Design camera_capture_decim, sky130hd; sources not shown.
Run 1, power grid:
Scale bar: 20 microns. Pins as bars on the die edge. Tap cells in grey.
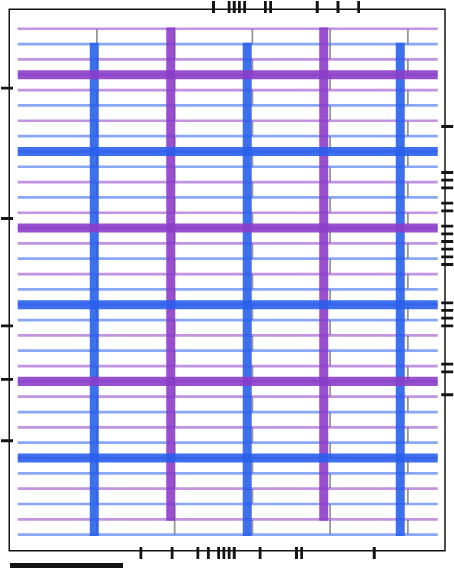
purple -> VDD
blue -> VSS
met1 rails = 34
met4 straps = 5
Peak VDD IR: 0.544 mV
Die H: 95.8 microns

Run 1, placement by cell class:
Scale bar: 20 microns.
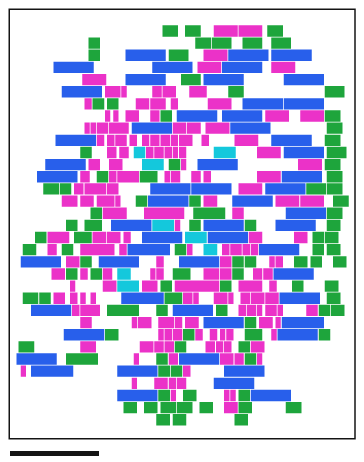
green -> remaining buffers and delay cells  # cells 99, share of their area 25%
cyan -> clock drivers and dummy loads  # cells 8, share of their area 2.5%
blue -> sequential cells  # cells 56, share of their area 38%
magenta -> combinational and other logic  # cells 167, share of their area 35%
final instance area: 0.00382 sq mm
sequential cell area share: 36.8%
row count: 33
area of the core: 0.00669 sq mm
Core Util, Final: 57.1%

Run 1, clock wires, drivers and flops:
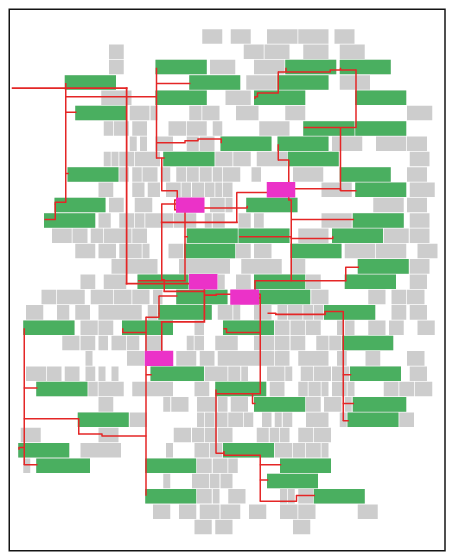
red -> clock wires  # length 645 microns
magenta -> clock drivers  # count 5
green -> flip-flops  # count 56
flops lie = spread over the die
clock group total power: 0.822 mW
clock latency on the worst-skew pair: 0.31 ns
Clk pwr share: 19.9%
skew final: 0.0112 ns

==> results.json, run 1 <==
{
  "drt-met1-wl_mm": 2.50,
  "power-top-group": "sequential cells",
  "worst-path-buf-inv": 1,
  "ctsLongestPathBuffers": 2,
  "critPathMaxStageDelay_ns": 0.41,
  "outcome": "finished with violations",
  "die_area_sq_mm": 0.00738,
  "top_logic_kind": "simple AND/OR/NAND/NOR gates",
  "fillers": 574,
  "edf_count": 0,
  "regArea_sq_mm": 0.00141,
  "cp.depth": 5,
  "met2_usage_pct": 31.6,
  "well_tap_count": 87,
  "drtIter0Drc": 109,
  "cp_slowest_cell": "dfrtp_2",
  "grt_max_degree": 55,
  "use_met1_pct": 20.5,
  "worst_slack_ns": -0.330,
  "layout-area-overhead-vs-synth_pct": 46.6,
  "cts_tree": "yes",
  "cp_top_family": "AND-OR/OR-AND gates",
  "dp.cells": 395,
  "cp.arrival_ns": 2.11,
  "violations": "setup timing",
  "layout.nonclk_buf_share_pct": 23.9,
  "detail-route-antenna-nets": 0,
  "num_io_pins": 46,
  "gr-total-overflow": 0,
  "path_clk_slew_ns": 0.11,
  "fin_nets": 345,
  "clock-root-buffer": "clkbuf_8",
  "setup_viol": 16,
  "cts_hold_buf": 0,
  "numCtsBuffers": 5,
  "rrSetupSlack_ns": -0.33,
  "yosysSeqAreaShare_pct": 53.8,
  "dr_wl_met3_microns": 239,
  "dr_wl_met2_mm": 3.12,
  "synth_nets": 245,
  "first_global_vias": 2133,
  "critPathLaunchType": "flop",
  "hp-class": "in -> async",
  "synth_area_sq_mm": 0.00260,
  "warnings": 30,
  "ys_sh_simple_pct": 18.4,
  "p_sw_mw": 1.31,
  "internal_power_mw": 2.82,
  "period_minus_slack_ns": 1.90,
  "powerDensity_mw_per_mm2": 1080,
  "drv_cap": 0,
  "seqPwrFrac_pct": 44.1,
  "netlist_top_cells_count": "dfrtp_1 (56), nor2_1 (16), a21oi_1 (12), nand3_1 (12), nand2_1 (10)",
  "top_usage_layer": "met2",
  "htreeDepth": 2,
  "worstSetupPathType": "reg -> reg",
  "core_util_floorplan_pct": 38.9,
  "yosysWarningCount": 0,
  "layout_top_cell": "dfrtp_1",
  "area_dominant_class": "sequential cells",
  "totalPowerFinal_mw": 4.13,
  "ys_area_sq_mm": 0.00260,
  "cts_resized": 28,
  "compound_area_share_pct": 11.0,
  "buffers_excl_clock": 99,
  "insertedDiodeCount": 0,
  "yosysTopAreaCellShare_pct": 53.8,
  "drc": 0
}
Run 1, routed metal, one colour a layer:
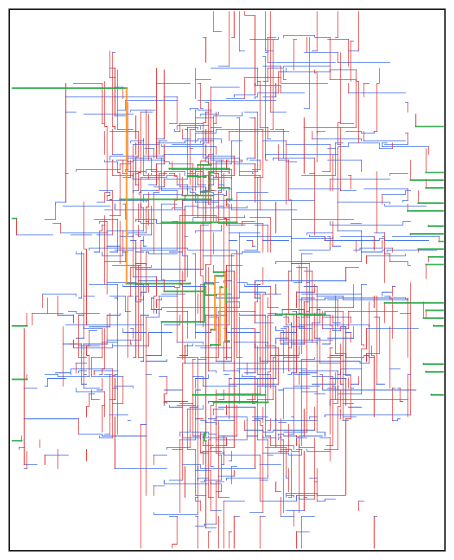

==> run 2, diff against run 1 <==
CELL_PAD_IN_SITES_DETAIL_PLACEMENT = 1   (was unset)
CELL_PAD_IN_SITES_GLOBAL_PLACEMENT = 1   (was unset)
GPL_TIMING_DRIVEN = 1   (was unset)
PLACE_DENSITY = 0.81   (was 0.68)
Run 2, routed metal, one colour a layer:
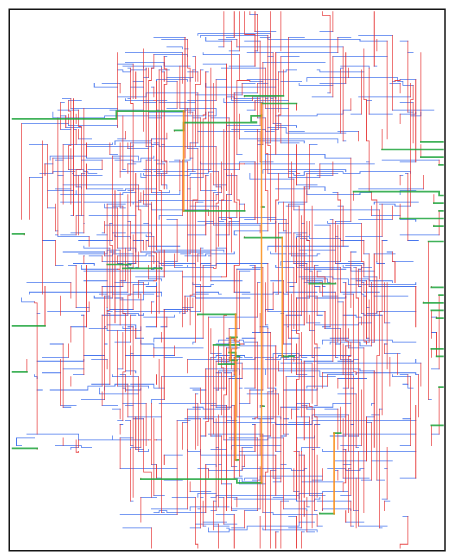
orange -> metal 4  # wire length 150 microns
red -> metal 2  # wire length 4470 microns
green -> metal 3  # wire length 225 microns
blue -> metal 1  # wire length 3190 microns
DR WL/cell: 18.9 microns
drt total wl: 8.04 mm
GRT Overall Usage: 21.9%

Run 2, placement by cell class:
Scale bar: 20 microns.
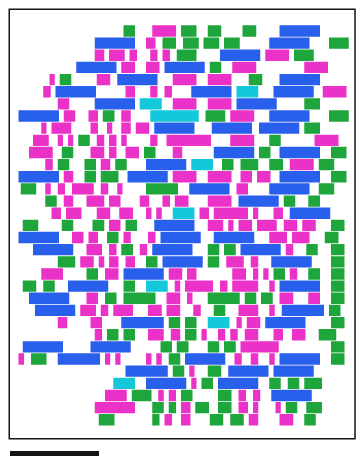
blue -> sequential cells  # cells 56, share of their area 37%
magenta -> combinational and other logic  # cells 167, share of their area 35%
cyan -> clock drivers and dummy loads  # cells 8, share of their area 3.3%
green -> remaining buffers and delay cells  # cells 108, share of their area 25%
final instance area: 0.00393 sq mm
sequential cell area share: 35.8%
Core Util, Final: 58.8%

==> run 2 against run 1 <==
The flow still finishes with violations (setup timing). Core utilization up 1.7 points. Power up 9.4%. Wire length up 36%. Clock skew down 0.0028 ns. Hold slack worse by 0.012 ns. Critical path type unchanged. Largest power group unchanged. Highest routed layer unchanged.
==> results.json, run 2 <==
{
  "num_io_pins": 46,
  "fin_nets": 354,
  "gr-total-overflow": 0,
  "seqPwrFrac_pct": 41.1,
  "critPathLaunchType": "flop",
  "fillers": 732,
  "ff_type": "dfrtp_1",
  "irDropWorstVdd_mv": 0.449,
  "hp-class": "in -> async",
  "power-top-group": "sequential cells",
  "synth.most_common_cell": "dfrtp_1",
  "drt-met1-wl_mm": 3.19,
  "worst_slack_ns": -0.357,
  "warnings": 30,
  "cp.depth": 5,
  "num-multi-input-gates": 162,
  "cts_hold_buf": 0,
  "combAreaFraction_pct": 33.4,
  "dr_wl_met2_mm": 4.47,
  "antenna_found_initial": 0,
  "ctsLongestPathBuffers": 2,
  "first_global_vias": 2380,
  "drc": 0,
  "totalPowerFinal_mw": 4.52,
  "vias": 2310,
  "ys_top_cells_by_area": "dfrtp_1 (54%), mux2_4 (5.2%), mux2_2 (3.0%)",
  "ys_sh_simple_pct": 18.4,
  "cts_tree": "yes",
  "worstSetupPathType": "reg -> reg",
  "cp_top_family": "AND-OR/OR-AND gates",
  "rows": 33,
  "ys_types": 44,
  "clock_latency_ns": 0.32,
  "p_sw_mw": 1.44,
  "synth_area_sq_mm": 0.00260,
  "die_area_sq_mm": 0.00738,
  "insertedDiodeCount": 0,
  "required_ns": 1.78,
  "path_cells": "a21o_1 > a211o_1 > a2111oi_4 > buf_12 > mux2_4",
  "dr_wl_met3_microns": 225,
  "outcome": "finished with violations",
  "buffers_excl_clock": 108,
  "detail-route-antenna-nets": 0,
  "numCtsBuffers": 5,
  "top_usage_layer": "met2",
  "inverters": 5,
  "compound_area_share_pct": 11.0,
  "synth_nets": 245,
  "internal_power_mw": 3.08,
  "regArea_sq_mm": 0.00141,
  "critPathMaxStageDelay_ns": 0.41,
  "powerDensity_mw_per_mm2": 1150,
  "area_dominant_class": "sequential cells",
  "layout_top_cell": "buf_4",
  "avgSynthCellArea_sq_um": 11.4,
  "clock_buffers": 7,
  "ys_area_sq_mm": 0.00260,
  "endpoint_kind": "flop",
  "cts_resized": 42,
  "use_met1_pct": 25.2,
  "period_minus_slack_ns": 1.93,
  "met2_usage_pct": 40.7,
  "yosysSeqAreaShare_pct": 53.8,
  "layout.nonclk_buf_share_pct": 24.3,
  "drtIter0Drc": 110,
  "htreeDepth": 2,
  "rrSetupSlack_ns": -0.36,
  "edf_count": 0,
  "top_logic_kind": "simple AND/OR/NAND/NOR gates",
  "drv_cap": 0,
  "worst-path-buf-inv": 1,
  "yosysTopAreaCellShare_pct": 53.8,
  "yosysWarningCount": 0,
  "clk-power_mw": 1.05,
  "drive_gt1_share_pct": 34.2,
  "cp_slowest_cell": "dfrtp_2",
  "clock-root-buffer": "clkbuf_8",
  "ys_sh_adder_pct": 1.44,
  "netlist_top_cells_count": "dfrtp_1 (56), nor2_1 (16), a21oi_1 (12), nand3_1 (12), nand2_1 (10)",
  "p_comb_mw": 1.61,
  "path_clk_slew_ns": 0.10,
  "seq-power_mw": 1.86,
  "well_tap_count": 87,
  "fp.dieH_microns": 95.8,
  "cp.arrival_ns": 2.14,
  "grt_max_degree": 40,
  "violations": "setup timing",
  "dp.cells": 399,
  "layout-area-overhead-vs-synth_pct": 51.0,
  "setup_viol": 15,
  "core_util_floorplan_pct": 38.9,
  "core_sq_mm": 0.00669
}
Run 2, clock wires, drivers and flops:
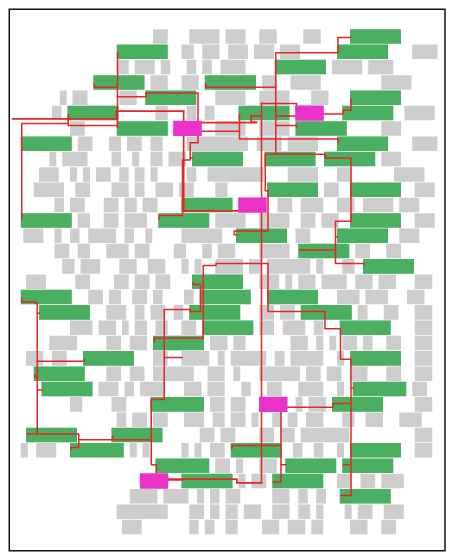
green -> flip-flops  # count 56
red -> clock wires  # length 699 microns
magenta -> clock drivers  # count 5
routed clock nets = 6
skew final: 0.00844 ns
Clk pwr share: 23.2%

No activity file was given, so power comes from the tool's default toggle rates.
